**src/rtl/iq_sample_capture_if.sv**
```systemverilog
// Output stream bundle of the IQ sample capture block: head-of-FIFO I/Q words
// with a valid/ready handshake toward the downstream DSP.
interface iq_sample_capture_if #(
    parameter int DATA_W = 10
);
    logic              out_valid;
    logic              out_ready;
    logic [DATA_W-1:0] out_i;
    logic [DATA_W-1:0] out_q;

    // Capture block side: presents samples, observes downstream readiness.
    modport master (
        output out_valid,
        output out_i,
        output out_q,
        input  out_ready
    );

    // Downstream DSP side: consumes samples, drives readiness.
    modport slave (
        input  out_valid,
        input  out_i,
        input  out_q,
        output out_ready
    );
endinterface

```
**src/rtl/iq_sample_capture.sv**
```systemverilog
// IQ sample capture: consumer end of the ADC sample-toggle interface.
// A toggle on sample_event (asynchronous to clk) marks a new I/Q pair. The
// toggle is synchronized, each flip latches the I/Q words (optionally
// converting offset-binary to two's complement) into a small FIFO drained
// through a valid/ready stream. Sticky overflow, a source-stall watchdog and
// a wrapping sample counter are reported alongside.
module iq_sample_capture #(
    parameter int DATA_W         = 10,
    parameter int FIFO_DEPTH     = 4,    // power of 2, at least 2
    parameter int OFFSET_BINARY  = 1,
    parameter int TIMEOUT_CYCLES = 400,
    parameter int COUNT_W        = 16
) (
    input  logic                          clk,
    input  logic                          reset,
    input  logic [DATA_W-1:0]             i_in,
    input  logic [DATA_W-1:0]             q_in,
    input  logic                          sample_event,
    iq_sample_capture_if.master           out_bus,
    output logic [$clog2(FIFO_DEPTH):0]   fifo_level,
    output logic                          overflow,
    output logic                          stall,
    input  logic                          clr_flags,
    output logic [COUNT_W-1:0]            sample_count
);

    localparam int PTR_W   = $clog2(FIFO_DEPTH);
    localparam int LVL_W   = PTR_W + 1;
    localparam int STALL_W = $clog2(TIMEOUT_CYCLES + 1);

    localparam logic [LVL_W-1:0]   DEPTH_VAL   = LVL_W'(FIFO_DEPTH);
    localparam logic [STALL_W-1:0] TIMEOUT_VAL = STALL_W'(TIMEOUT_CYCLES);

    // Offset-binary to two's complement is a flip of the sign bit only.
    function automatic logic [DATA_W-1:0] to_stored(input logic [DATA_W-1:0] word);
        if (OFFSET_BINARY != 0) begin
            return {~word[DATA_W-1], word[DATA_W-2:0]};
        end else begin
            return word;
        end
    endfunction

    // Toggle synchronizer; deliberately not reset so the chain keeps tracking
    // the source and no phantom edge appears when reset releases.
    logic sync1_r;
    logic sync2_r;
    logic sync3_r;

    logic detect_s;
    logic full_s;
    logic empty_s;
    logic pop_s;
    logic push_s;
    logic drop_s;

    logic [PTR_W-1:0]  wr_ptr_r;
    logic [PTR_W-1:0]  rd_ptr_r;
    logic [LVL_W-1:0]  level_r;
    logic [DATA_W-1:0] mem_i_r [FIFO_DEPTH];
    logic [DATA_W-1:0] mem_q_r [FIFO_DEPTH];

    logic               overflow_r;
    logic [COUNT_W-1:0] count_r;
    logic [STALL_W-1:0] idle_r;

    // Three-stage synchronizer of the asynchronous sample toggle.
    always_ff @(posedge clk) begin
        sync1_r <= sample_event;
        sync2_r <= sync1_r;
        sync3_r <= sync2_r;
    end

    // Edge detect and FIFO push/pop/drop decisions for this cycle.
    always_comb begin
        detect_s = 1'b0;
        full_s   = 1'b0;
        empty_s  = 1'b0;
        pop_s    = 1'b0;
        push_s   = 1'b0;
        drop_s   = 1'b0;
        if (reset) begin
            detect_s = 1'b0;
        end else begin
            detect_s = sync2_r ^ sync3_r;
        end
        full_s  = (level_r == DEPTH_VAL);
        empty_s = (level_r == {LVL_W{1'b0}});
        pop_s   = ~empty_s & out_bus.out_ready;
        // A full FIFO still accepts a sample if its head leaves this cycle.
        push_s  = detect_s & (~full_s | pop_s);
        drop_s  = detect_s & full_s & ~pop_s;
    end

    // FIFO storage; contents need no reset since out_valid gates them.
    always_ff @(posedge clk) begin
        if (push_s) begin
            mem_i_r[wr_ptr_r] <= to_stored(i_in);
            mem_q_r[wr_ptr_r] <= to_stored(q_in);
        end
    end

    // FIFO pointers and occupancy level.
    always_ff @(posedge clk) begin
        if (reset) begin
            wr_ptr_r <= {PTR_W{1'b0}};
            rd_ptr_r <= {PTR_W{1'b0}};
            level_r  <= {LVL_W{1'b0}};
        end else begin
            if (push_s) begin
                wr_ptr_r <= wr_ptr_r + PTR_W'(1'b1);
            end
            if (pop_s) begin
                rd_ptr_r <= rd_ptr_r + PTR_W'(1'b1);
            end
            case ({push_s, pop_s})
                2'b10:   level_r <= level_r + LVL_W'(1'b1);
                2'b01:   level_r <= level_r - LVL_W'(1'b1);
                default: level_r <= level_r;
            endcase
        end
    end

    // Sticky overflow; a drop in the same cycle as a clear wins.
    always_ff @(posedge clk) begin
        if (reset) begin
            overflow_r <= 1'b0;
        end else if (drop_s) begin
            overflow_r <= 1'b1;
        end else if (clr_flags) begin
            overflow_r <= 1'b0;
        end else begin
            overflow_r <= overflow_r;
        end
    end

    // Count of samples accepted into the FIFO, wrapping naturally.
    always_ff @(posedge clk) begin
        if (reset) begin
            count_r <= {COUNT_W{1'b0}};
        end else if (push_s) begin
            count_r <= count_r + COUNT_W'(1'b1);
        end else begin
            count_r <= count_r;
        end
    end

    // Source-stall watchdog: cycles since the last detected toggle, saturating.
    always_ff @(posedge clk) begin
        if (reset) begin
            idle_r <= {STALL_W{1'b0}};
        end else if (detect_s) begin
            idle_r <= {STALL_W{1'b0}};
        end else if (idle_r != TIMEOUT_VAL) begin
            idle_r <= idle_r + STALL_W'(1'b1);
        end else begin
            idle_r <= idle_r;
        end
    end

    // Outputs come straight from registered state; the head entry is shown
    // without an extra stage so a sample is visible right after its push.
    assign out_bus.out_valid = (level_r != {LVL_W{1'b0}});
    assign out_bus.out_i     = mem_i_r[rd_ptr_r];
    assign out_bus.out_q     = mem_q_r[rd_ptr_r];
    assign fifo_level        = level_r;
    assign overflow          = overflow_r;
    assign stall             = (idle_r == TIMEOUT_VAL);
    assign sample_count      = count_r;

endmodule

```
**src/flat_wrapper.sv**
```systemverilog
// flat-port wrapper written by rule: the top's interface ports become plain ports
module iq_sample_capture_flat 
#(
    parameter int DATA_W         = 10,
    parameter int FIFO_DEPTH     = 4,                             
    parameter int OFFSET_BINARY  = 1,
    parameter int TIMEOUT_CYCLES = 400,
    parameter int COUNT_W        = 16
)
  (clk, reset, i_in, q_in, sample_event, fifo_level, overflow, stall, clr_flags, sample_count, out_bus_out_valid, out_bus_out_i, out_bus_out_q, out_bus_out_ready);
  iq_sample_capture_if #(.DATA_W(DATA_W)) out_bus_i ();
  input  logic clk;
  input  logic reset;
  input  logic [DATA_W-1:0] i_in;
  input  logic [DATA_W-1:0] q_in;
  input  logic sample_event;
  output logic [$clog2(FIFO_DEPTH):0] fifo_level;
  output logic overflow;
  output logic stall;
  input  logic clr_flags;
  output logic [COUNT_W-1:0] sample_count;
  output wire logic [$bits(out_bus_i.out_valid)-1:0] out_bus_out_valid;
  output wire logic [$bits(out_bus_i.out_i)-1:0] out_bus_out_i;
  output wire logic [$bits(out_bus_i.out_q)-1:0] out_bus_out_q;
  input wire logic [$bits(out_bus_i.out_ready)-1:0] out_bus_out_ready;
  assign out_bus_out_valid = out_bus_i.out_valid;
  assign out_bus_out_i = out_bus_i.out_i;
  assign out_bus_out_q = out_bus_i.out_q;
  assign out_bus_i.out_ready = out_bus_out_ready;
  iq_sample_capture #(.DATA_W(DATA_W), .FIFO_DEPTH(FIFO_DEPTH), .OFFSET_BINARY(OFFSET_BINARY), .TIMEOUT_CYCLES(TIMEOUT_CYCLES), .COUNT_W(COUNT_W)) u_core (.clk(clk), .reset(reset), .i_in(i_in), .q_in(q_in), .sample_event(sample_event), .out_bus(out_bus_i), .fifo_level(fifo_level), .overflow(overflow), .stall(stall), .clr_flags(clr_flags), .sample_count(sample_count));
endmodule
```
**config.mk**
```make
export PLATFORM = sky130hd
export DESIGN_NAME = iq_sample_capture_flat
export DESIGN_NICKNAME = d
export VERILOG_FILES = /design/src/rtl/iq_sample_capture_if.sv /design/src/rtl/iq_sample_capture.sv /design/src/flat_wrapper.sv
export SDC_FILE = /design/constraint.sdc
export NUM_CORES = 1
export LEC_CHECK = 0
export ABC_AREA = 1
export CAP_MARGIN = 5
export CORE_AREA = 3 3 100 102
export DETAILED_ROUTE_END_ITERATION = 8
export DIE_AREA = 0 0 103 105
export PLACE_DENSITY = 0.83
export SETUP_SLACK_MARGIN = 0.3
export SYNTH_ARGS = -nofsm -noshare
export SYNTH_HDL_FRONTEND = slang
export SYNTH_SLANG_ARGS = --single-unit
```
**constraint.sdc**
```tcl
create_clock -name clk -period 2.6 [get_ports clk]
set_input_delay 0.26 -clock clk [delete_from_list [all_inputs] [get_ports clk]]
set_output_delay 0.26 -clock clk [all_outputs]
set_load 0.05 [all_outputs]
```
Run 1, clock routing:
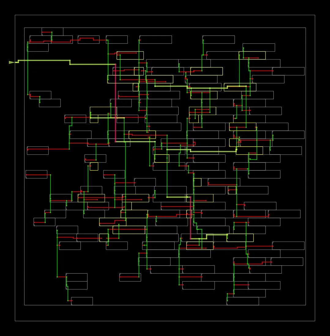
CTS Sinks: 118
clock latency at the later pin of the worst-skew pair: 0.51 ns
# clk buffers: 17
worst clock skew: 0.00664 ns
clock network power: 0.00239 W

Run 1, gate-type map:
Drawn at 4 px/um.
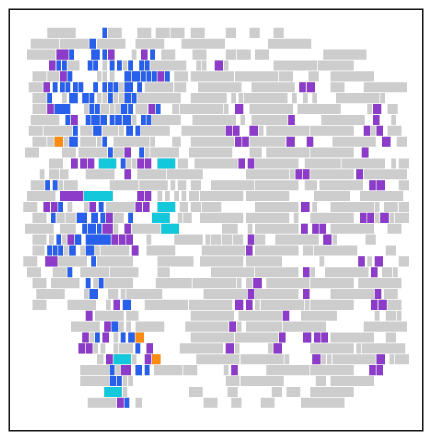
- cyan: adder and majority cells (cells 8; most used ha_1)
- purple: inverting AOI/OAI gates (cells 106; most used o21ai_0)
- orange: AND and OR gates (cells 3)
- blue: NAND gates (cells 101; most used nand2_1; where a vertical strip on the left)

==> summary.rpt, run 1 <==
RUN METRICS
----------------------------------------------------
[Critical path]
  Data required time at the worst endpoint ........................ 2.34 ns
  Capture instance of the worst register-to-register path ........................ u_core.fifo_level[2]
  Kind of start point of the critical path ........................ flop
  Crit-path most repeated cell ........................ buf_4
  Critical Path Sink Type ........................ output pin
  Arrival time of the worst setup path ........................ 1.87 ns

[Cells and area]
  Num sequential ........................ 118
  Seq/total area ........................ 50.4%
  Largest cell class by area ........................ sequential cells
  Fraction of standard cell area in multi-input logic ........................ 24.3%
  Combinational gate area ........................ 1520 um2
  Leading cell type in the layout, fill and taps excluded ........................ edfxtp_1
  Multi-input gates ........................ 296
  Fill cells ........................ 696

[Final timing]
  Final WS setup ........................ 0.473 ns
  Total Neg Setup Slack ........................ 0 ns
  Pin slew with the least headroom to its limit ........................ 0.504 ns
  Final slew viol count ........................ 0
  Setup violations, final ........................ 0
  Fin crit share ........................ 81.8%

[Logic synthesis]
  Most frequent cells after synthesis ........................ edfxtp_1 (80), nand2_1 (71), nor2_1 (64), o21ai_0 (50), dfxtp_1 (38)
  Number of standard cells reported by yosys ........................ 472
  Synthesized instance count ........................ 472
  Chip area line of the yosys report ........................ 4920 um2
  Async set-or-reset flop fraction in the synthesized netlist ........................ 0%
  Synth top area share ........................ 48.8%

[Die]
  Number of well taps ........................ 111
  Number of top-level pins ........................ 67
  Die Y-Extent ........................ 105 um
  Share of the core filled by cells before placement ........................ 53.5%
  Area of the chip ........................ 10800 um2

[Power]
  Seq. pwr ........................ 0.00213 W
  Seq pwr share ........................ 37.5%
  Switching pwr ........................ 0.00170 W
  IR Drop Worst-Case VDD ........................ 0.643 mV

[GRT]
  First-pass GRT wire length ........................ 16.3 mm
  Met2 layer usage reported by global route ........................ 32.5%
  Maximum number of pins on one net before global-route repair ........................ 41

[Placement]
  Cell Count Post-Placement ........................ 640

[Hold path]
  Path category of the worst min-delay check ........................ input port to flop

[CTS]
  CTS tree ........................ yes
  Setup repair bufs after CTS ........................ 0
  H-tree level count ........................ 4

[Flow run]
  OpenROAD warning count ........................ 31

[Drt]
  Remaining antenna violation count after routing ........................ 0
  Number of DRC violations after detailed-routing iteration 0 ........................ 178

[Outcome]
  Result of the run ........................ completed

----------------------------------------------------
Run 1, clock distribution:
Drawn at 4 px/um.
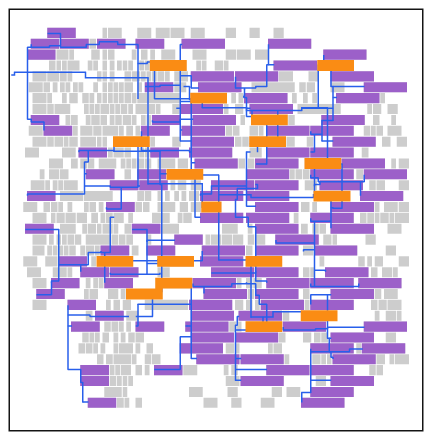
- blue: clock wires (length 1340 um)
- purple: flip-flops (count 118)
- orange: cells driving clock nets (count 17)
- routed clock nets: 18
clock share of power: 42.1%

Run 1, signal wires by layer:
Drawn at 3 px/um. Two of the layers only.
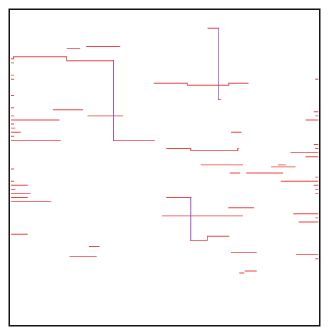
- purple: met4 (wire length 64.6 um)
- red: met3 (wire length 412 um)
GRT Resource Usage Total: 19.5%
number of vias in the routed layout: 3594
sum of routed wire length over all layers: 9.91 mm
routed wire length per instance: 14.7 um

==> run 1: timing repair <==
action | 4_1_cts | 5_1_grt
setup endpoints to repair | 2 | 2
hold endpoints to repair | 0 | 0
hold buffers | 0 | 0
resized | 2 | 4
pin swaps | 0 | 0
==> run 1: kinds of logic after synthesis <==
| group | Yosys count | synth area share (%) |
|---|---|---|
| fa+ha+maj | 8 | 2.19 |
| simple gates | 177 | 15.9 |
| compound gates | 107 | 11.9 |
| buf+inv | 58 | 4.96 |
| flops | 118 | 64.3 |
| xor+xnor | 4 | 0.712 |
==> run 1: worst min-delay path by stage <==
stage / start / endpoint / slack, ns / cells past startpoint
after CTS: sample_event / u_core.sync1_r / 0.18 / 1
after global placement: u_core.sync1_r / u_core.sync2_r / 0.31 / 0
after global routing: sample_event / u_core.sync1_r / 0.17 / 1
after floorplan: sample_event / u_core.sync1_r / 0.29 / 0
final: sample_event / u_core.sync1_r / 0.19 / 1
after detailed placement: u_core.sync1_r / u_core.sync2_r / 0.32 / 0
==> run 1: state kept, by name, summed over array words and instances, names as in the netlist, named ones only <==
signal,flops
u_core.rd_ptr_r,2
u_core.sync1_r,1
u_core.overflow,1
u_core.sample_count,16
u_core.sync2_r,1
u_core.idle_r,9
u_core.fifo_level,3
u_core.wr_ptr_r,2
u_core.sync3_r,1
u_core.mem_q_r,40
u_core.mem_i_r,40
==> run 1: layer usage <==
layer / vias to the layer above / part of all wire (%)
met5: - / 0
li1: 1784 / -
met1: 1716 / 42
met2: 88 / 53
met3: 6 / 4.1
met4: 0 / 0.65
==> run 1: worst reg2reg max path, stage by stage, from the launching register on <==
cell	delay, ns
dfxtp_1	0.38
inv_1	0.10
nand2_2	0.11
inv_2	0.06
a21oi_4	0.19
nand2_1	0.14
fa_1	0.41
nand3b_1	0.20
a21oi_1	0.14
nor2_1	0.05
Run 1, ports around the boundary:
Drawn at 4 px/um. Pins as bars across the die edge, other pins in gray.
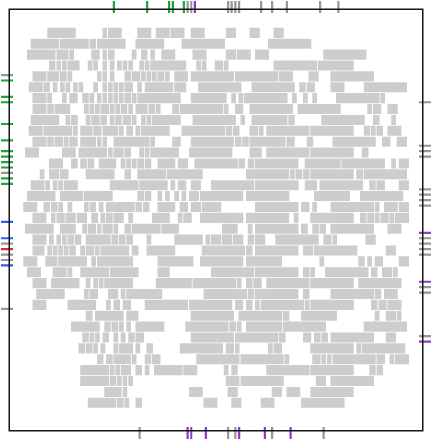

==> run 1 -> run 2 <==
clock period = 2.05 ns   (was 2.6 ns; I/O delays follow)
Run 2, ports around the boundary:
Drawn at 4 px/um. Pins as bars across the die edge, other pins in gray.
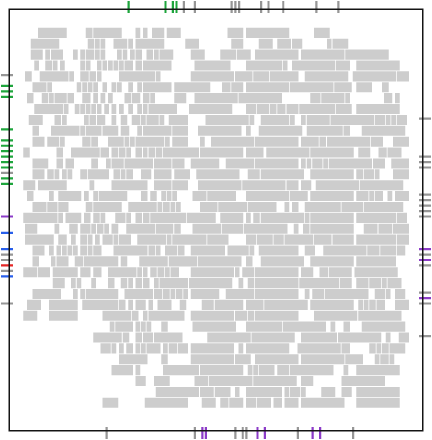
- red: out_bus_out_valid (pins 1; direction output; edge left)
- green: sample_count (pins 16; direction output; edge 12 left, 4 top)
- blue: fifo_level (pins 3; direction output; edge left)
- purple: i_in (pins 10; direction input; edge 6 bottom, 3 right, 1 left)
- all pins by edge: 23 left, 17 right, 14 top, 13 bottom

==> summary.rpt, run 2 <==
RUN METRICS
----------------------------------------------------
[Die]
  Share of the core filled by cells before placement ........................ 53.5% (unchanged)
  Area of the chip ........................ 10800 um2 (unchanged)
  Number of top-level pins ........................ 67 (unchanged)

[Cells and area]
  Leading cell type in the layout, fill and taps excluded ........................ edfxtp_1

[Drt]
  Sum of routed wire length over all layers ........................ 12.5 mm (+26%)
  Uppermost routed layer ........................ met4
  Remaining antenna violation count after routing ........................ 0 (unchanged)
  DR WL met2 ........................ 6.79 mm (+29%)

[Outcome]
  Result of the run ........................ completed

[GRT]
  GRT Resource Usage Total ........................ 23.4% (+3.9 points)
  Maximum number of pins on one net before global-route repair ........................ 25 (-39%)

[Power]
  Seq. pwr ........................ 0.00273 W (+28%)
  Switching pwr ........................ 0.00244 W (+44%)
  Clock network power ........................ 0.00269 W (+13%)
  Clock share of power ........................ 35.8% (-6.3 points)

[CTS]
  Clock latency at the later pin of the worst-skew pair ........................ 0.51 ns (about the same)

[Logic synthesis]
  Top logic cell family in the synthesized netlist ........................ simple AND/OR/NAND/NOR gates
  Most frequent cells after synthesis ........................ edfxtp_1 (80), nand2_1 (71), nor2_1 (64), o21ai_0 (50), dfxtp_1 (38)
  Yosys simple share ........................ 15.9% (unchanged)
  Async set-or-reset flop fraction in the synthesized netlist ........................ 0% (unchanged)
  Adder and majority cell fraction of the synthesized area ........................ 2.19% (unchanged)
  Synth top area share ........................ 48.8% (unchanged)

[Final timing]
  Pin slew with the least headroom to its limit ........................ 0.499 ns (-0.00499 ns)
  Fin crit share ........................ 94.9%

[Hold path]
  Worst hold stages ........................ 1 (unchanged)

----------------------------------------------------
-- run 2: cell counts after synthesis --
No cell type changed its count.
-- run 2: layout make-up --
cell class,instances,area (um2),share of cell area [%]
clock buffer,17,414,5.89
clock inverter,15,130,1.85
inverter,40,161,2.29
sequential,118,3180,45.2
timing repair buffer,104,1230,17.5
timing repair inverter,2,15.0,0.213
multi-input combinational,296,1760,25.0
tap,111,139,1.97
-- run 2: worst max-delay path: stages, from the launching register on --
cell,delay (ns)
dfxtp_4,0.36
buf_12,0.13
buf_8,0.12
clkinvlp_4,0.15
o21ai_1,0.09
o22ai_1,0.16
buf_4,0.23
-- run 2: what timing repair did --
item                       in CTS  in global routing
setup endpoints to repair      42                 34
resized                       125                 58
pin swaps                      26                 19
buffers inserted               13                  6
hold buffers                    0                  0
gates cloned                    8                  0
hold endpoints to repair        0                  0
-- run 2: stage by stage --
stage          hold slack [ns]  area, um2
6_report                 0.138       7030
5_1_grt                  0.146       7030
4_1_cts                  0.120       6840
3_5_place_dp             0.315       5770
3_3_place_gp             0.313       5770
2_1_floorplan            0.233       4970
-- run 2: cell families after synthesis --
| group | Yosys count |
|---|---|
| adders and majority gates | 8 |
| DFF | 118 |
| and+or+nand+nor | 177 |
| xor gates and xnor gates | 4 |
| buffers and inverters | 58 |
| AOI/OAI and AO/OA | 107 |
-- run 2: worst paths after layout --
path,slack (ns),endpoint,from
setup / recovery,0.11,out_bus_out_q[7],flop
hold / removal,0.14,u_core.sync1_r,sample_event
setup reg to reg,0.36,u_core.fifo_level[1],u_core.fifo_level[1]
hold reg to reg,0.33,u_core.sync2_r,u_core.sync1_r
==> run 2 -> run 3 <==
CAP_MARGIN = 25   (was 5)
Run 3, clock routing:
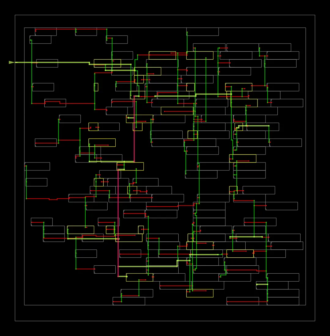
cts bufs inserted: 17
clock network power: 0.00269 W
worst clock skew: 0.0131 ns

==> summary.rpt, run 3 <==
RUN METRICS
----------------------------------------------------
[Outcome]
  Result of the run ........................ completed

[Critical path]
  Path length in cells of the critical path ........................ 6 (unchanged)
  Cell with the largest stage delay on the worst path ........................ dfxtp_4
  Critical Path Sink Type ........................ output pin
  Critical R2R Launch ........................ u_core.fifo_level[1]
  Count of buffer and inverter cells on the critical path ........................ 4 (unchanged)
  Crit-path cells ........................ buf_12, buf_8, clkinvlp_4, o21ai_1, o22ai_1, buf_4
  Family with the most delay on the worst path ........................ buffers and inverters
  Capture point of the worst path ........................ out_bus_out_q[7]
  Slowest stage delay, CP ........................ 0.36 ns (about the same)
  Reg2reg setup slack ........................ 0.36 ns (about the same)
  Capture instance of the worst register-to-register path ........................ u_core.fifo_level[1]

[Cells and area]
  Net count reported at finish ........................ 612
  Layout cell share with drive strength beyond 1 ........................ 30.2%
  Leading cell type in the layout, fill and taps excluded ........................ edfxtp_1

[Logic synthesis]
  Mux share of post-synthesis cell area ........................ 0%
  Number of standard cells reported by yosys ........................ 472
  Async set-or-reset flop fraction in the synthesized netlist ........................ 0% (unchanged)
  Yosys simple share ........................ 15.9% (unchanged)
  Synth top area share ........................ 48.8% (unchanged)
  Most frequent cells after synthesis ........................ edfxtp_1 (80), nand2_1 (71), nor2_1 (64), o21ai_0 (50), dfxtp_1 (38)
  Top logic cell family in the synthesized netlist ........................ simple AND/OR/NAND/NOR gates
  Xor/xnor cell area share of the yosys netlist ........................ 0.712%

[Power]
  Seq. pwr ........................ 0.00273 W (about the same)
  Switching pwr ........................ 0.00244 W (unchanged)
  Group drawing the most power ........................ registers
  Seq pwr share ........................ 36.4%
  Clock share of power ........................ 35.8% (about the same)

[Die]
  Share of the core filled by cells before placement ........................ 53.5% (unchanged)
  Die Y-Extent ........................ 105 um
  Number of top-level pins ........................ 67 (unchanged)
  Area of the chip ........................ 10800 um2 (unchanged)
  DIE WIDTH ........................ 103 um

[Drt]
  Remaining antenna violation count after routing ........................ 0 (unchanged)
  Sum of routed wire length over all layers ........................ 12.5 mm (unchanged)
  Via count normalized by instance count ........................ 5.50

[GRT]
  Number of global-route vias before repair ........................ 3873
  GRT Resource Usage Total ........................ 23.4% (unchanged)
  Maximum number of pins on one net before global-route repair ........................ 25 (unchanged)

[Placement]
  Tally of buffers added on design ports ........................ 66

[Final timing]
  Total Neg Setup Slack ........................ 0 ns
  Fin crit share ........................ 94.9% (unchanged)
  Pin slew with the least headroom to its limit ........................ 0.499 ns (unchanged)

[CTS]
  Clock latency at the later pin of the worst-skew pair ........................ 0.51 ns (about the same)

[Hold path]
  Worst hold start ........................ sample_event

----------------------------------------------------
==> run 3: worst min path at each step <==
stage / end / slack, ns / depth (start not counted)
2_1_floorplan: u_core.sync1_r / 0.23 / 0
3_3_place_gp: u_core.sync2_r / 0.31 / 0
3_5_place_dp: u_core.sync2_r / 0.32 / 0
4_1_cts: u_core.sync1_r / 0.12 / 1
5_1_grt: u_core.sync1_r / 0.15 / 1
6_report: u_core.sync1_r / 0.14 / 1
==> run 3: metal layers <==
| layer | vias to the layer above | part of all wire (%) | global-route usage [%] |
|---|---|---|---|
| met5 | - | 0 | 0 |
| met4 | 0 | 1.5 | 7.22 |
| met3 | 16 | 5.5 | 5.94 |
| met2 | 149 | 54 | 41.4 |
| met1 | 1841 | 39 | 27.3 |
| li1 | 1862 | - | - |
==> run 3: metrics by stage <==
stage / instances / power (W) / hold WS, ns / worst slack [ns] / area (um2)
3_5_place_dp: 644 / 0.00428 / 0.315 / 0.160 / 5770
6_report: 703 / 0.00751 / 0.138 / 0.105 / 7030
5_1_grt: 703 / 0.00776 / 0.146 / 0.0290 / 7030
3_3_place_gp: 644 / 0.00424 / 0.313 / 0.237 / 5770
2_1_floorplan: 472 / 0.00379 / 0.233 / 0.304 / 4970
4_1_cts: 697 / 0.00735 / 0.120 / 0.0974 / 6840
==> run 3: final cells by class <==
type / count / area [um2] / area share, %
clock buffers: 17 / 414 / 5.89
clock inverters: 15 / 130 / 1.85
inverters: 40 / 161 / 2.29
multi-input cells: 296 / 1760 / 25.0
flip-flops and latches: 118 / 3180 / 45.2
well taps: 111 / 139 / 1.97
repair buffers: 104 / 1230 / 17.5
repair inverters: 2 / 15.0 / 0.213
==> run 3: what timing repair did <==
action,CTS,global route
cloned,8,0
hold buffers,0,0
setup endpoints to repair,42,34
buffers inserted,13,6
pin swaps,26,19
gates resized,125,58
No activity file was given, so power comes from the tool's default toggle rates.
